==> src/rtl/wb_arbiter_2way_pkg.sv <==
// Shared types and constants for the two-master Wishbone arbiter:
// grant-state encoding and the default read data returned on a watchdog abort.
package wb_arbiter_2way_pkg;

  typedef enum logic [1:0] {
    ST_IDLE  = 2'd0,
    ST_GNT_A = 2'd1,
    ST_GNT_B = 2'd2
  } gnt_state_t;

  localparam logic [31:0] TIMEOUT_DATA_DEFAULT = 32'hDEAD_BEEF;
  localparam int          DATA_WIDTH           = 32;
  localparam int          SEL_WIDTH            = 4;

endpackage

==> src/rtl/wb_arbiter_2way_if.sv <==
// Classic single-beat Wishbone bus bundle; master modport drives the request,
// slave modport answers it.
interface wb_arbiter_2way_if #(
  parameter int ADDR_WIDTH = 32
);
  import wb_arbiter_2way_pkg::*;

  logic                  cyc;
  logic                  stb;
  logic                  we;
  logic [SEL_WIDTH-1:0]  sel;
  logic [DATA_WIDTH-1:0] dat_w;
  logic [ADDR_WIDTH-1:0] adr;
  logic                  ack;
  logic [DATA_WIDTH-1:0] dat_r;

  modport master (output cyc, stb, we, sel, dat_w, adr, input ack, dat_r);
  modport slave  (input cyc, stb, we, sel, dat_w, adr, output ack, dat_r);

endinterface

==> src/rtl/wb_arbiter_2way_rr_arb2.sv <==
// Round-robin grant FSM for two requesters; a grant is held until its owner
// drops the request, so multi-beat cycles are never split.
module wb_rr_arb2
  import wb_arbiter_2way_pkg::*;
(
  input  logic clk,
  input  logic rst_n,
  input  logic req_a,
  input  logic req_b,
  output logic grant_a,
  output logic grant_b
);

  gnt_state_t state;
  logic       last_b;

  // Grant state, fairness pointer and registered grant outputs
  always_ff @(posedge clk) begin
    if (!rst_n) begin
      state   <= ST_IDLE;
      last_b  <= 1'b1;
      grant_a <= 1'b0;
      grant_b <= 1'b0;
    end else begin
      case (state)
        ST_IDLE: begin
          if (req_a && (!req_b || last_b)) begin
            state   <= ST_GNT_A;
            last_b  <= 1'b0;
            grant_a <= 1'b1;
            grant_b <= 1'b0;
          end else if (req_b) begin
            state   <= ST_GNT_B;
            last_b  <= 1'b1;
            grant_a <= 1'b0;
            grant_b <= 1'b1;
          end else begin
            state <= ST_IDLE;
          end
        end
        ST_GNT_A: begin
          if (req_a) begin
            state <= ST_GNT_A;
          end else if (req_b) begin
            state   <= ST_GNT_B;
            last_b  <= 1'b1;
            grant_a <= 1'b0;
            grant_b <= 1'b1;
          end else begin
            state   <= ST_IDLE;
            grant_a <= 1'b0;
            grant_b <= 1'b0;
          end
        end
        ST_GNT_B: begin
          if (req_b) begin
            state <= ST_GNT_B;
          end else if (req_a) begin
            state   <= ST_GNT_A;
            last_b  <= 1'b0;
            grant_a <= 1'b1;
            grant_b <= 1'b0;
          end else begin
            state   <= ST_IDLE;
            grant_a <= 1'b0;
            grant_b <= 1'b0;
          end
        end
        default: begin
          state   <= ST_IDLE;
          grant_a <= 1'b0;
          grant_b <= 1'b0;
        end
      endcase
    end
  end

endmodule

==> src/rtl/wb_arbiter_2way.sv <==
// Two-master to one-slave Wishbone arbiter: round-robin grant held for a whole
// cycle, zero-latency pass-through datapath and an optional hung-transfer watchdog.
module wb_arbiter_2way
  import wb_arbiter_2way_pkg::*;
#(
  parameter int              ADDR_WIDTH     = 32,
  parameter int              TIMEOUT_CYCLES = 255,
  parameter int              TIMEOUT_WIDTH  = 8,
  parameter logic [31:0]     TIMEOUT_DATA   = TIMEOUT_DATA_DEFAULT
) (
  input  logic                     wb_clk_i,
  input  logic                     wb_rst_i,
  wb_arbiter_2way_if.slave         wbs_a,
  wb_arbiter_2way_if.slave         wbs_b,
  wb_arbiter_2way_if.master        wbm,
  output logic                     timeout_o
);

  localparam bit                     WD_EN    = (TIMEOUT_CYCLES != 0);
  localparam logic [TIMEOUT_WIDTH-1:0] TO_LIMIT = TIMEOUT_CYCLES[TIMEOUT_WIDTH-1:0];

  logic                     grant_a;
  logic                     grant_b;
  logic                     m_cyc_s;
  logic                     m_stb_s;
  logic                     m_we_s;
  logic [SEL_WIDTH-1:0]     m_sel_s;
  logic [DATA_WIDTH-1:0]    m_dat_s;
  logic [ADDR_WIDTH-1:0]    m_adr_s;
  logic                     stb_live_s;
  logic                     timeout_s;
  logic                     ack_any_s;
  logic [DATA_WIDTH-1:0]    rd_dat_s;
  logic [TIMEOUT_WIDTH-1:0] wd_cnt;

  wb_rr_arb2 u_arb (
    .clk     (wb_clk_i),
    .rst_n   (wb_rst_i),
    .req_a   (wbs_a.cyc),
    .req_b   (wbs_b.cyc),
    .grant_a (grant_a),
    .grant_b (grant_b)
  );

  // Select the granted master's request; everything is zero while idle
  always_comb begin
    m_cyc_s = 1'b0;
    m_stb_s = 1'b0;
    m_we_s  = 1'b0;
    m_sel_s = {SEL_WIDTH{1'b0}};
    m_dat_s = {DATA_WIDTH{1'b0}};
    m_adr_s = {ADDR_WIDTH{1'b0}};
    if (grant_a) begin
      m_cyc_s = wbs_a.cyc;
      m_stb_s = wbs_a.stb;
      m_we_s  = wbs_a.we;
      m_sel_s = wbs_a.sel;
      m_dat_s = wbs_a.dat_w;
      m_adr_s = wbs_a.adr;
    end else if (grant_b) begin
      m_cyc_s = wbs_b.cyc;
      m_stb_s = wbs_b.stb;
      m_we_s  = wbs_b.we;
      m_sel_s = wbs_b.sel;
      m_dat_s = wbs_b.dat_w;
      m_adr_s = wbs_b.adr;
    end else begin
      m_cyc_s = 1'b0;
    end
  end

  // A real ack in the limit cycle suppresses the forced termination
  assign stb_live_s = m_cyc_s & m_stb_s;
  assign timeout_s  = WD_EN & stb_live_s & ~wbm.ack & (wd_cnt == TO_LIMIT);

  assign wbm.cyc   = m_cyc_s & ~timeout_s;
  assign wbm.stb   = m_stb_s & ~timeout_s;
  assign wbm.we    = m_we_s;
  assign wbm.sel   = m_sel_s;
  assign wbm.dat_w = m_dat_s;
  assign wbm.adr   = m_adr_s;

  assign ack_any_s = (wbm.ack & wbm.stb) | timeout_s;
  assign rd_dat_s  = timeout_s ? TIMEOUT_DATA : wbm.dat_r;

  assign wbs_a.ack   = ack_any_s & grant_a;
  assign wbs_b.ack   = ack_any_s & grant_b;
  assign wbs_a.dat_r = grant_a ? rd_dat_s : 32'h0000_0000;
  assign wbs_b.dat_r = grant_b ? rd_dat_s : 32'h0000_0000;
  assign timeout_o   = timeout_s;

  // Watchdog: counts unacked strobe cycles; a dropped cyc also covers grant changes
  always_ff @(posedge wb_clk_i) begin
    if (!wb_rst_i) begin
      wd_cnt <= {TIMEOUT_WIDTH{1'b0}};
    end else if (!WD_EN || !stb_live_s || wbm.ack || timeout_s) begin
      wd_cnt <= {TIMEOUT_WIDTH{1'b0}};
    end else begin
      wd_cnt <= wd_cnt + {{(TIMEOUT_WIDTH-1){1'b0}}, 1'b1};
    end
  end

endmodule

==> src/flat_wrapper.sv <==
// flat-port wrapper written by rule: the top's interface ports become plain ports
module wb_arbiter_2way_flat import wb_arbiter_2way_pkg::*;
#(
  parameter int              ADDR_WIDTH     = 32,
  parameter int              TIMEOUT_CYCLES = 255,
  parameter int              TIMEOUT_WIDTH  = 8,
  parameter logic [31:0]     TIMEOUT_DATA   = TIMEOUT_DATA_DEFAULT
)
  (wb_clk_i, wb_rst_i, timeout_o, wbs_a_cyc, wbs_a_stb, wbs_a_we, wbs_a_sel, wbs_a_dat_w, wbs_a_adr, wbs_a_ack, wbs_a_dat_r, wbs_b_cyc, wbs_b_stb, wbs_b_we, wbs_b_sel, wbs_b_dat_w, wbs_b_adr, wbs_b_ack, wbs_b_dat_r, wbm_cyc, wbm_stb, wbm_we, wbm_sel, wbm_dat_w, wbm_adr, wbm_ack, wbm_dat_r);
  wb_arbiter_2way_if #(.ADDR_WIDTH(ADDR_WIDTH)) wbs_a_i ();
  wb_arbiter_2way_if #(.ADDR_WIDTH(ADDR_WIDTH)) wbs_b_i ();
  wb_arbiter_2way_if #(.ADDR_WIDTH(ADDR_WIDTH)) wbm_i ();
  input  logic wb_clk_i;
  input  logic wb_rst_i;
  output logic timeout_o;
  input wire logic [$bits(wbs_a_i.cyc)-1:0] wbs_a_cyc;
  input wire logic [$bits(wbs_a_i.stb)-1:0] wbs_a_stb;
  input wire logic [$bits(wbs_a_i.we)-1:0] wbs_a_we;
  input wire logic [$bits(wbs_a_i.sel)-1:0] wbs_a_sel;
  input wire logic [$bits(wbs_a_i.dat_w)-1:0] wbs_a_dat_w;
  input wire logic [$bits(wbs_a_i.adr)-1:0] wbs_a_adr;
  output wire logic [$bits(wbs_a_i.ack)-1:0] wbs_a_ack;
  output wire logic [$bits(wbs_a_i.dat_r)-1:0] wbs_a_dat_r;
  input wire logic [$bits(wbs_b_i.cyc)-1:0] wbs_b_cyc;
  input wire logic [$bits(wbs_b_i.stb)-1:0] wbs_b_stb;
  input wire logic [$bits(wbs_b_i.we)-1:0] wbs_b_we;
  input wire logic [$bits(wbs_b_i.sel)-1:0] wbs_b_sel;
  input wire logic [$bits(wbs_b_i.dat_w)-1:0] wbs_b_dat_w;
  input wire logic [$bits(wbs_b_i.adr)-1:0] wbs_b_adr;
  output wire logic [$bits(wbs_b_i.ack)-1:0] wbs_b_ack;
  output wire logic [$bits(wbs_b_i.dat_r)-1:0] wbs_b_dat_r;
  output wire logic [$bits(wbm_i.cyc)-1:0] wbm_cyc;
  output wire logic [$bits(wbm_i.stb)-1:0] wbm_stb;
  output wire logic [$bits(wbm_i.we)-1:0] wbm_we;
  output wire logic [$bits(wbm_i.sel)-1:0] wbm_sel;
  output wire logic [$bits(wbm_i.dat_w)-1:0] wbm_dat_w;
  output wire logic [$bits(wbm_i.adr)-1:0] wbm_adr;
  input wire logic [$bits(wbm_i.ack)-1:0] wbm_ack;
  input wire logic [$bits(wbm_i.dat_r)-1:0] wbm_dat_r;
  assign wbs_a_i.cyc = wbs_a_cyc;
  assign wbs_a_i.stb = wbs_a_stb;
  assign wbs_a_i.we = wbs_a_we;
  assign wbs_a_i.sel = wbs_a_sel;
  assign wbs_a_i.dat_w = wbs_a_dat_w;
  assign wbs_a_i.adr = wbs_a_adr;
  assign wbs_a_ack = wbs_a_i.ack;
  assign wbs_a_dat_r = wbs_a_i.dat_r;
  assign wbs_b_i.cyc = wbs_b_cyc;
  assign wbs_b_i.stb = wbs_b_stb;
  assign wbs_b_i.we = wbs_b_we;
  assign wbs_b_i.sel = wbs_b_sel;
  assign wbs_b_i.dat_w = wbs_b_dat_w;
  assign wbs_b_i.adr = wbs_b_adr;
  assign wbs_b_ack = wbs_b_i.ack;
  assign wbs_b_dat_r = wbs_b_i.dat_r;
  assign wbm_cyc = wbm_i.cyc;
  assign wbm_stb = wbm_i.stb;
  assign wbm_we = wbm_i.we;
  assign wbm_sel = wbm_i.sel;
  assign wbm_dat_w = wbm_i.dat_w;
  assign wbm_adr = wbm_i.adr;
  assign wbm_i.ack = wbm_ack;
  assign wbm_i.dat_r = wbm_dat_r;
  wb_arbiter_2way #(.ADDR_WIDTH(ADDR_WIDTH), .TIMEOUT_CYCLES(TIMEOUT_CYCLES), .TIMEOUT_WIDTH(TIMEOUT_WIDTH), .TIMEOUT_DATA(TIMEOUT_DATA)) u_core (.wb_clk_i(wb_clk_i), .wb_rst_i(wb_rst_i), .wbs_a(wbs_a_i), .wbs_b(wbs_b_i), .wbm(wbm_i), .timeout_o(timeout_o));
endmodule
==> config.mk <==
export PLATFORM = sky130hd
export DESIGN_NAME = wb_arbiter_2way_flat
export DESIGN_NICKNAME = d
export VERILOG_FILES = /design/src/rtl/wb_arbiter_2way_pkg.sv /design/src/rtl/wb_arbiter_2way_if.sv /design/src/rtl/wb_arbiter_2way_rr_arb2.sv /design/src/rtl/wb_arbiter_2way.sv /design/src/flat_wrapper.sv
export SDC_FILE = /design/constraint.sdc
export NUM_CORES = 1
export LEC_CHECK = 0
export CAP_MARGIN = 20
export CORE_AREA = 2 2 121 123
export CTS_BUF_LIST = sky130_fd_sc_hd__clkbuf_8
export CTS_CLUSTER_SIZE = 10
export DETAILED_ROUTE_END_ITERATION = 12
export DIE_AREA = 0 0 123 125
export MAX_ROUTING_LAYER = met4
export PLACE_DENSITY = 0.63
export SYNTH_ARGS = -nofsm -noshare
export SYNTH_HDL_FRONTEND = slang
export SYNTH_SLANG_ARGS = --single-unit
==> constraint.sdc <==
create_clock -name wb_clk_i -period 1.9 [get_ports wb_clk_i]
set_clock_uncertainty 0.1 [all_clocks]
set_input_delay 0.475 -clock wb_clk_i [delete_from_list [all_inputs] [get_ports wb_clk_i]]
set_output_delay 0.475 -clock wb_clk_i [all_outputs]
set_load 0.03 [all_outputs]
==> images/floorplan.png <==
The bar under the picture is 20 um long. Pins as bars on the die edge.
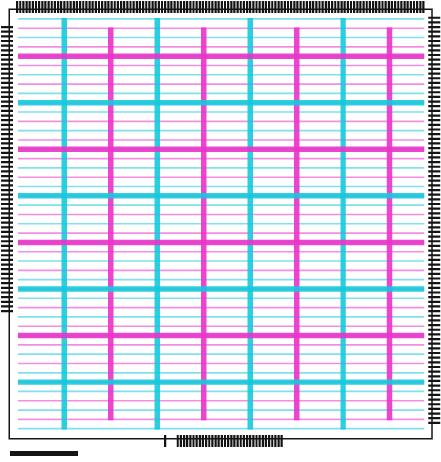
legend:
  VDD:
    color: magenta
  VSS:
    color: cyan
met1 rails: 45
met4 straps: 8
signal pins: 315
met5 straps: 8
core area: 14,200 um2
Die Y: 125 um

==> images/class_map.png <==
The bar under the picture is 20 um long.
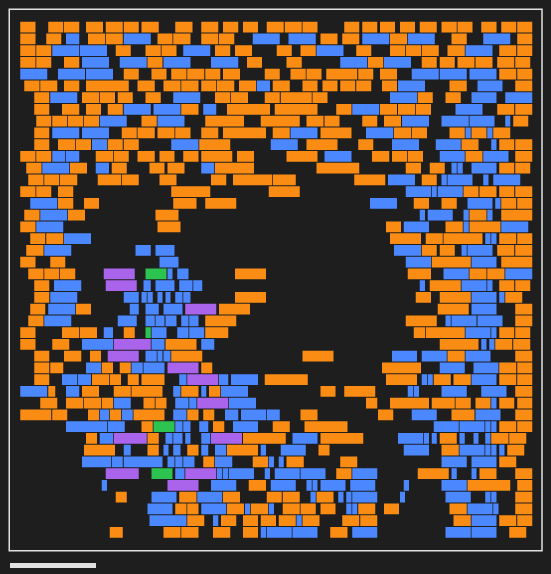
legend:
  registers:
    color: purple
    cells: 13
  clock drivers and dummy loads:
    color: green
    cells: 4
  remaining buffers and delay cells:
    color: orange
    cells: 407
  remaining logic cells:
    color: blue
    cells: 280

==> Slide: Implementation Results <==
Implementation Results

Floorplan
  – Die span in x: ~120 um
  – Die Area: 15,400 um2
  – Top Ports: 315

Critical path
  – Worst EP required: 1.32 ns
  – CP Capture Type: output pin
  – Worst Path Arrival: about 1.8 ns
  – Critical setup path kind: in2out

Final layout
  – N_diodes: 0
  – Dominant logic cell type in the layout: clkdlybuf4s50_1
  – Largest cell class by area: buffers
  – Area grow syn2layout: 283%
  – Seq_cells: 13

Status
  – Failing checks: negative setup slack
  – Outcome: finished with violations

Yosys
  – Yosys warnings: 0
  – Yosys aoi share: a little over half
  – Top cell type by total area after synthesis: a22o_1
  – Yosys cell types: 44
  – Logic family by area: AND-OR/OR-AND gates
  – Mapped Nets: 517
  – Post-synth EDFFs: 0
  – Synthesized area per cell: between 6 and 7 um2
  – Mux share: 0%

Global routing
  – GR Util met1: 26.2%
  – Grt ovf: 0
  – Busiest grt layer: met2
  – First-pass GRT wire length: 26,000 um
  – Vias in the first global route: 4,414

Routing
  – Highest metal used: met4
  – Vias post-DR: 4,308
  – Drt drc: 0
  – DRT Pass-1 Iters: 4
  – Vias/cell: 4.85
  – Wl on met1: 7500 um
  – Routed wire length per instance: 21.2 um

STA
  – RSZ-0062 raised after global routing: yes
  – Final hold violation count: 0
  – Slew Limit Fails: 0
  – Final setup fails: 138
  – Worst Setup Slack, final: -0.495 ns
  – Final Critical Period: 2.39 ns

Worst hold path
  – Worst hold path class: reg2reg

Clocking
  – H-Tree Depth: 1
  – CTS Sinks: 13

Pwr
  – Combinational power: roughly 3000 uW
  – Total Power: 3540 uW
  – Max IR drop VDD: 0.000190 V
  – Internal: 2030 uW
  – Clock group power: 256 uW
  – P_sw: 1510 uW
==> what timing repair did <==
item,4_1_cts,5_1_grt
pin swaps,23,21
setup buffers,25,8
hold buffers,0,0
setup endpoints to repair,138,138
cloned,15,12
resized,234,52
==> kinds of logic (layout without fill, tap and decap cells) <==
family,after synthesis,after routing
buffers and inverters,45,415
XOR/XNOR,3,3
adder cells (fa/ha/maj),6,6
AND/OR/NAND/NOR,104,104
AND-OR/OR-AND,163,163
flip-flops,13,13
==> synth_stat cells, drive strengths merged (4+ instances only) <==
master and instances:
ha 6, a21oi 23, o21ai 53, dfxtp 13
a22o 69, buf 13, nand2 68, inv 4
nand3 7, nor2 4, nor2b 6, clkbuf 28
==> flip-flops by register name (all words and copies together) (netlist names) <==
| register | count |
|---|---|
| u_core.wd_cnt | 8 |
| u_core.u_arb.state | 2 |
| u_core.u_arb.last_b | 1 |
| u_core.u_arb.grant_b | 1 |
| u_core.u_arb.grant_a | 1 |
==> path summary, 6_finish.rpt <==
check	to	cells past startpoint	start	slack, ns
worst min register to register	u_core.wd_cnt[7]$_SDFF_PP0_	2	u_core.wd_cnt[7]$_SDFF_PP0_	0.40
worst max-delay path	wbs_b_dat_r[4]	7	wbs_a_stb	-0.49
worst max register to register	u_core.u_arb.grant_b$_SDFFE_PN0P_	5	u_core.u_arb.state[0]$_SDFF_PN0_	0.27
worst min-delay path	u_core.wd_cnt[7]$_SDFF_PP0_	2	u_core.wd_cnt[7]$_SDFF_PP0_	0.40
==> worst max-delay path, cell delays in order <==
cell	delay (ns)
dlygate4sd2_1	0.23
and2_4	0.17
buf_6	0.11
o221a_4	0.35
buf_16	0.17
a21oi_4	0.15
buf_6	0.15
No activity file was given, so power comes from the tool's default toggle rates.
